--- config.mk ---
export PLATFORM = sky130hd
export DESIGN_NAME = seg_display_ctrl
export DESIGN_NICKNAME = d
export VERILOG_FILES = /design/src/rtl/seg_display_ctrl.sv
export SDC_FILE = /design/constraint.sdc
export NUM_CORES = 1
export LEC_CHECK = 0
export ABC_AREA = 1
export ABC_CLOCK_PERIOD_IN_PS = 2400
export CORE_AREA = 10 10 143 145
export CTS_BUF_LIST = sky130_fd_sc_hd__clkbuf_8
export DETAILED_ROUTE_END_ITERATION = 8
export DIE_AREA = 0 0 153 155
export MAX_ROUTING_LAYER = met4
export PLACE_DENSITY_LB_ADDON = 0.15
export SLEW_MARGIN = 10
export SYNTH_ARGS = -nofsm -noshare
export SYNTH_HDL_FRONTEND = slang
export SYNTH_HIERARCHICAL = 1
export SYNTH_SLANG_ARGS = --single-unit
export TNS_END_PERCENT = 100
--- constraint.sdc ---
create_clock -name clk -period 2.4 [get_ports clk]
set_input_delay 0.6 -clock clk [delete_from_list [all_inputs] [get_ports clk]]
set_output_delay 0.6 -clock clk [all_outputs]
set_load 0.01 [all_outputs]
--- src/rtl/seg_display_ctrl.sv ---
// seg_display_ctrl -- multi-digit active-low hex 7-segment display controller.
//
// Captures a word through a valid/ready handshake. A debounced pushbutton pages
// through words wider than the display. A two-state FSM rewrites one digit per
// cycle, most-significant digit first.
//
// Optional build macro: LEADING_ZERO_BLANK_EN. When it is defined, leading zeros
// of the whole shadow word are blanked. Digit 0 of page 0 is never blanked.
//
// Ports:
//   clk, rst      rising-edge clock, synchronous active-high reset
//   data_in       word to display; taken when load_valid && load_ready
//   load_valid    data_in valid
//   load_ready    high in IDLE; the controller can accept a load
//   key_n         raw active-low pushbutton, asynchronous to clk
//   seg           active-low segments, digit i at seg[7i+6:7i], bit0=a..bit6=g
//   page          page currently selected for display
//   busy          update pass in progress
//   update_done   one-cycle pulse after a pass completes

module seg_display_digit (
  input  logic       clk,
  input  logic       rst,
  input  logic       wr,
  input  logic [6:0] code,
  output logic [6:0] seg
);
  always_ff @(posedge clk) begin
    if (rst)     seg <= 7'h7F;
    else if (wr) seg <= code;
  end
endmodule

module seg_display_ctrl #(
  parameter  int NUM_DIGITS      = 8,
  parameter  int DATA_W          = 32,
  parameter  int DEBOUNCE_CYCLES = 16,
  localparam int PAGES  = (DATA_W + 4*NUM_DIGITS - 1) / (4*NUM_DIGITS),
  localparam int PAGE_W = (PAGES > 1) ? $clog2(PAGES) : 1
) (
  input  logic                    clk,
  input  logic                    rst,
  input  logic [DATA_W-1:0]       data_in,
  input  logic                    load_valid,
  output logic                    load_ready,
  input  logic                    key_n,
  output logic [7*NUM_DIGITS-1:0] seg,
  output logic [PAGE_W-1:0]       page,
  output logic                    busy,
  output logic                    update_done
);
  localparam int IDX_W = (NUM_DIGITS > 1) ? $clog2(NUM_DIGITS) : 1;
  localparam int NT    = PAGES * NUM_DIGITS;   // nibble slots over all pages
  localparam int POS_W = (NT > 1) ? $clog2(NT) : 1;
  localparam int CNT_W = $clog2(DEBOUNCE_CYCLES);

  typedef enum logic {IDLE, UPDATE} state_t;
  state_t state, state_nxt;

  logic [IDX_W-1:0]  idx;
  logic [DATA_W-1:0] shadow;
  logic [PAGE_W-1:0] page_nxt, pass_page;
  logic              pending, load_fire, start, fin;
  logic              sync1, sync2, key_db, db_flip, press;
  logic [CNT_W-1:0]  db_cnt;
  logic [POS_W-1:0]  pos;
  logic [4:0]        nibv [NT];   // {in-range, nibble}
  logic [4:0]        cur;
  logic              blank;
  logic [6:0]        code;
  logic [NUM_DIGITS-1:0][6:0] seg_q;

  function automatic logic [6:0] hex7(input logic [3:0] n);
    case (n)
      4'h0: hex7 = 7'h40; 4'h1: hex7 = 7'h79; 4'h2: hex7 = 7'h24; 4'h3: hex7 = 7'h30;
      4'h4: hex7 = 7'h19; 4'h5: hex7 = 7'h12; 4'h6: hex7 = 7'h02; 4'h7: hex7 = 7'h78;
      4'h8: hex7 = 7'h00; 4'h9: hex7 = 7'h10; 4'hA: hex7 = 7'h08; 4'hB: hex7 = 7'h03;
      4'hC: hex7 = 7'h46; 4'hD: hex7 = 7'h21; 4'hE: hex7 = 7'h06; default: hex7 = 7'h0E;
    endcase
  endfunction

  assign load_ready = (state == IDLE);
  assign busy       = (state == UPDATE);
  assign load_fire  = load_valid && load_ready;

  // Debounced level flips on the DEBOUNCE_CYCLES-th consecutive mismatch.
  assign db_flip  = (sync2 != key_db) && (db_cnt == CNT_W'(DEBOUNCE_CYCLES-1));
  assign press    = db_flip && !sync2;
  assign page_nxt = !press ? page :
                    (page == PAGE_W'(PAGES-1)) ? '0 : page + 1'b1;

  always_comb begin
    state_nxt = state;
    start     = 1'b0;
    fin       = 1'b0;
    case (state)
      IDLE:   if (load_fire || pending) begin start = 1'b1; state_nxt = UPDATE; end
      UPDATE: if (idx == '0) begin fin = 1'b1; state_nxt = IDLE; end
      default: state_nxt = IDLE;
    endcase
  end

  always_ff @(posedge clk) begin
    if (rst) state <= IDLE;
    else     state <= state_nxt;
  end

  always_ff @(posedge clk) begin
    if (rst) begin
      sync1 <= 1'b1; sync2 <= 1'b1; key_db <= 1'b1; db_cnt <= '0;
      page <= '0; pending <= 1'b0; update_done <= 1'b0;
      shadow <= '0; idx <= '0; pass_page <= '0;
    end else begin
      sync1 <= key_n;
      sync2 <= sync1;
      if (sync2 == key_db) db_cnt <= '0;
      else if (db_flip) begin key_db <= sync2; db_cnt <= '0; end
      else db_cnt <= db_cnt + 1'b1;
      page <= page_nxt;
      if (press)      pending <= 1'b1;   // a press during a start still earns a pass
      else if (start) pending <= 1'b0;
      update_done <= fin;
      if (load_fire) shadow <= data_in;
      if (start) begin
        idx       <= IDX_W'(NUM_DIGITS-1);
        pass_page <= page_nxt;           // page frozen for the whole pass
      end else if (busy && idx != '0) begin
        idx <= idx - 1'b1;
      end
    end
  end

  // Nibble table over all pages; slots past DATA_W are out of range (blank).
  for (genvar j = 0; j < NT; j++) begin : g_nib
    if (j < DATA_W/4) begin : g_in
      assign nibv[j] = {1'b1, shadow[4*j +: 4]};
    end else begin : g_out
      assign nibv[j] = 5'b0;
    end
  end

  assign pos = POS_W'(pass_page) * POS_W'(NUM_DIGITS) + POS_W'(idx);
  assign cur = nibv[pos];

`ifdef LEADING_ZERO_BLANK_EN
  logic              seen_nz, seed_nz;
  logic [DATA_W-1:0] word_nxt;
  assign word_nxt = load_fire ? data_in : shadow;

  // Any nonzero nibble on pages above the one about to be shown.
  always_comb begin
    seed_nz = 1'b0;
    for (int j = 0; j < DATA_W/4; j++)
      if (j >= (int'(page_nxt) + 1) * NUM_DIGITS && word_nxt[4*j +: 4] != 4'h0)
        seed_nz = 1'b1;
  end

  always_ff @(posedge clk) begin
    if (rst)        seen_nz <= 1'b0;
    else if (start) seen_nz <= seed_nz;
    else if (busy && cur[4] && cur[3:0] != 4'h0) seen_nz <= 1'b1;
  end

  assign blank = !seen_nz && cur[3:0] == 4'h0 && !(pass_page == '0 && idx == '0);
`else
  assign blank = 1'b0;
`endif

  assign code = (!cur[4] || blank) ? 7'h7F : hex7(cur[3:0]);

  for (genvar i = 0; i < NUM_DIGITS; i++) begin : g_dig
    seg_display_digit u_dig (
      .clk  (clk),
      .rst  (rst),
      .wr   (busy && idx == IDX_W'(i)),
      .code (code),
      .seg  (seg_q[i])
    );
  end

  assign seg = seg_q;
endmodule

==> run summary <==
Implementation results.

The run finished with clean final reports. The clock network power is 1.01 mW. Of the total power, the clock network draws 0.260.

Of the synthesized area, sequential elements account for 0.4681. Of the total standard cell area in the layout, the sequential portion is 0.3603. The power per cell area is 690.1 mW/mm^2. In the synthesized netlist, the number of instances is 588. Hold analysis shows the worst path with a depth of 1. The highest net fanout along the worst path is 12. The async set-reset flop share out of synthesis is 0. The cts-stage hold buffer count is 0. The core region is 0.01766 sq mm. The max-cap check violation count is 0.

The power attributed to combinational cells is 1.03 mW. The slew at the pin with the worst max-slew slack is 663.9 ps. The largest register by flop count is g_dig.u_dig/seg. In the setup report, the worst path falls into the class flop to flop. The via density per instance is 4.269. The number of sinks handled by clock tree synthesis is 101. The predominant post-synthesis flop cell is dfxtp_1.

The most used standard cell by instance count after synthesis is nand2_1. According to the cell report, the number of logic gates is 407. The clock tree from TritonCTS is yes. For this design the static power due to leakage is 2.557 nW. The final clock period utilization by the worst path is 0.9012. The die footprint is 0.02372 sq mm. The worst-case vdd ir drop is 0.3208 mV. The power report attributes to the sequential group a share of 0.475. The post-synthesis share of cell area spent on full adders, half adders and majority gates is 0.03476. The largest registers in the layout are g_dig.u_dig/seg (56), shadow (32), db_cnt (4). The synthesis log from Yosys contains 6 warnings. The die extent in y is 155 um.

The cell taking the most area after synthesis is dfxtp_1. The worst-case headroom to the max-slew limit is 0.5558. The placed instances occupy a cell area of 0.005430 sq mm. The number of standard cells reported by yosys is 588.

The capture point of the critical path was reported as g_dig[1].u_dig/seg[5]. For reference, the top cells by area after synthesis are dfxtp_1, nand2_1, nand3_1, o21ai_0, inv_1. The multi-input combinational cells in the finished layout cover a total of 0.001902 sq mm. The worst-case clock buffer depth is 2. The largest net degree at the start of global routing is 56. The most critical min-delay path falls under flop to flop. Per the detail_route report, DRC violations left total 0. The pre-CTS setup slack is 215.2 ps. The fraction of power spent switching nets is 0.3451. The proportion of power drawn by combinational gates is 0.265.

The flow reports an fmax of 462.4 MHz. The data required time at the worst endpoint is 2660 ps. The number of tap instances is 229. The clock transition at the registers of the reported paths is 100 ps. The violation count after the first detailed-route iteration is 280. The startpoint identified for the worst hold timing path is sync1. The clock period minus final worst setup slack is 2163 ps. The global-route wire length before repair is 19.09 mm. The timing report shows that the slowest cell on the worst path is dfxtp_1. With fillers left out, the area of the finished cells amounts to 0.005615 sq mm. Per the post-route antenna check, the number of violating nets is 0. In this run, the synthesized area fraction spent on AND-OR/OR-AND gates is recorded as 0.08053.

When the netlist entered floorplanning its net count stood at 636. Among the non-sequential cells, simple AND/OR/NAND/NOR gates take the most area. The cell repeated most along the worst path is nand2_1.

The filler cell count is 1923. Detailed routing placed a total of 558 um of wire on met3. Broken down by cell family, the worst path's largest delay share belongs to simple AND/OR/NAND/NOR gates. The tree is rooted in a clkbuf_8. The last weighted congestion value of the routability-driven placer is 0.8174.

The launch point of the worst register-to-register path is recorded as idx[0]. The number of cells upsized or downsized after cts is 0. After layout, the clock buffer instance count stands at 10.

The diode insertion count for antenna repair is 0. Leaving out filler cells and counting taps, the final layout contains 911. The critical path contains buffers and inverters numbering 2 combined.

Port buffering added 94 buffers. The biggest slice of the area belongs to sequential cells. Counting flops with a built-in enable in the synthesized netlist gives 0. Logic depth along the worst register-to-register path is recorded as 13. The width of the die is 153 um. The endpoint with the worst hold slack is sync2. Each instance of the synthesized netlist takes up on average 7.345 sq um. Leaving out fill and tap cells, the most frequent cells in the layout are nand2_1, dfxtp_1, clkdlybuf4s50_1, nand3_1, inv_1. Yosys reports that the most numerous cell types are nand2_1, dfxtp_1, nand3_1.

The floorplan step records an initial core utilization of 0.2446. Of all power groups, the one with the highest power is sequential cells. The insertion delay of the later-clocked pin in the worst-skew pair is 380 ps.

Yosys reports a chip area of 0.004319 sq mm. Per the synthesis report, the XOR/XNOR share of the synthesized area is 0.008111. In this run the number of H-tree levels came out at 3. The count of different cell masters after synthesis is 25. Per STA, the worst path is made up of buf_4 -> nand2_1 -> nand3_1 -> nand3_1 -> nand2_2 -> inv_1 -> ha_1 -> nand3_1 -> nand2_1 -> nand2_1 -> nand2_1 -> nand2_1 -> nand3_1. Of all the cell area in the finished design, non-clock buffers hold 0.1791. Setup repair after global routing left no endpoint under its margin. The number of sequential cells reported for the layout is 101. The number of placed instances with taps included is 895. Among logic cells in the layout, the one with the most instances is nand2_1. Setup slack on the critical path of the routed design comes to 237.2 ps.

The sequential standard cell area is 0.002023 sq mm. The initial antenna violation count came to 0. Per the final report, max-transition violations number 0.
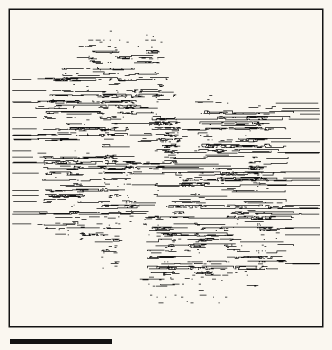
**Above:** M1 wires.
Bar = 50 um.
longest straight run = 39.6 um
share of all routed wire = 50%
nets with wire on the layer = 664
main direction = horizontal
wire length on this layer = 6040 um
met1 capacity usage during global routing: 0.1274
total wire length: 12.09 mm
count of vias placed by the detailed router: 3889

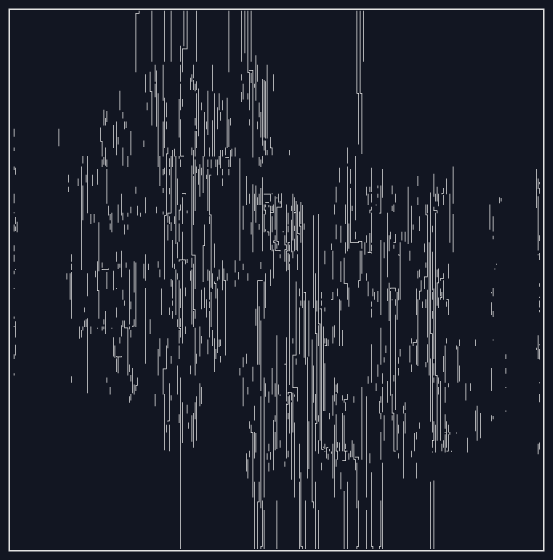
**Above:** met2 routing.
share of all routed wire = 44%
wire length on this layer = 5370 um
met2 track demand over resource in global routing: 0.1542

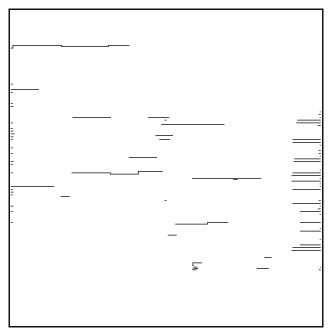
**Above:** the metal 3 layer.
longest straight run = 33.6 um
wire length on this layer = 559 um
main direction = horizontal
share of all routed wire = 4.6%
nets with wire on the layer = 76
met3 routing resource usage after global routing: 0.02923

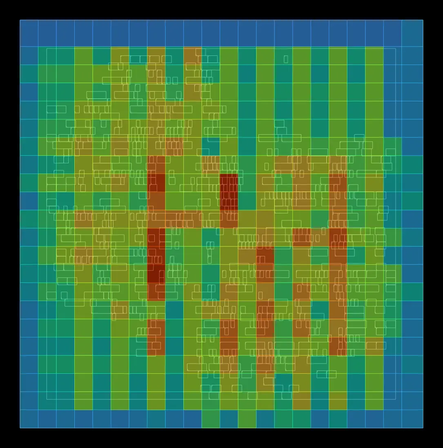
**Above:** routing congestion.
Top Usage Layer GRT: met2
total routing usage reported by global routing: 0.1015
final core area utilization: 0.3180
routed length per instance: 13.27 um

No activity file was given, so power comes from the tool's default toggle rates.
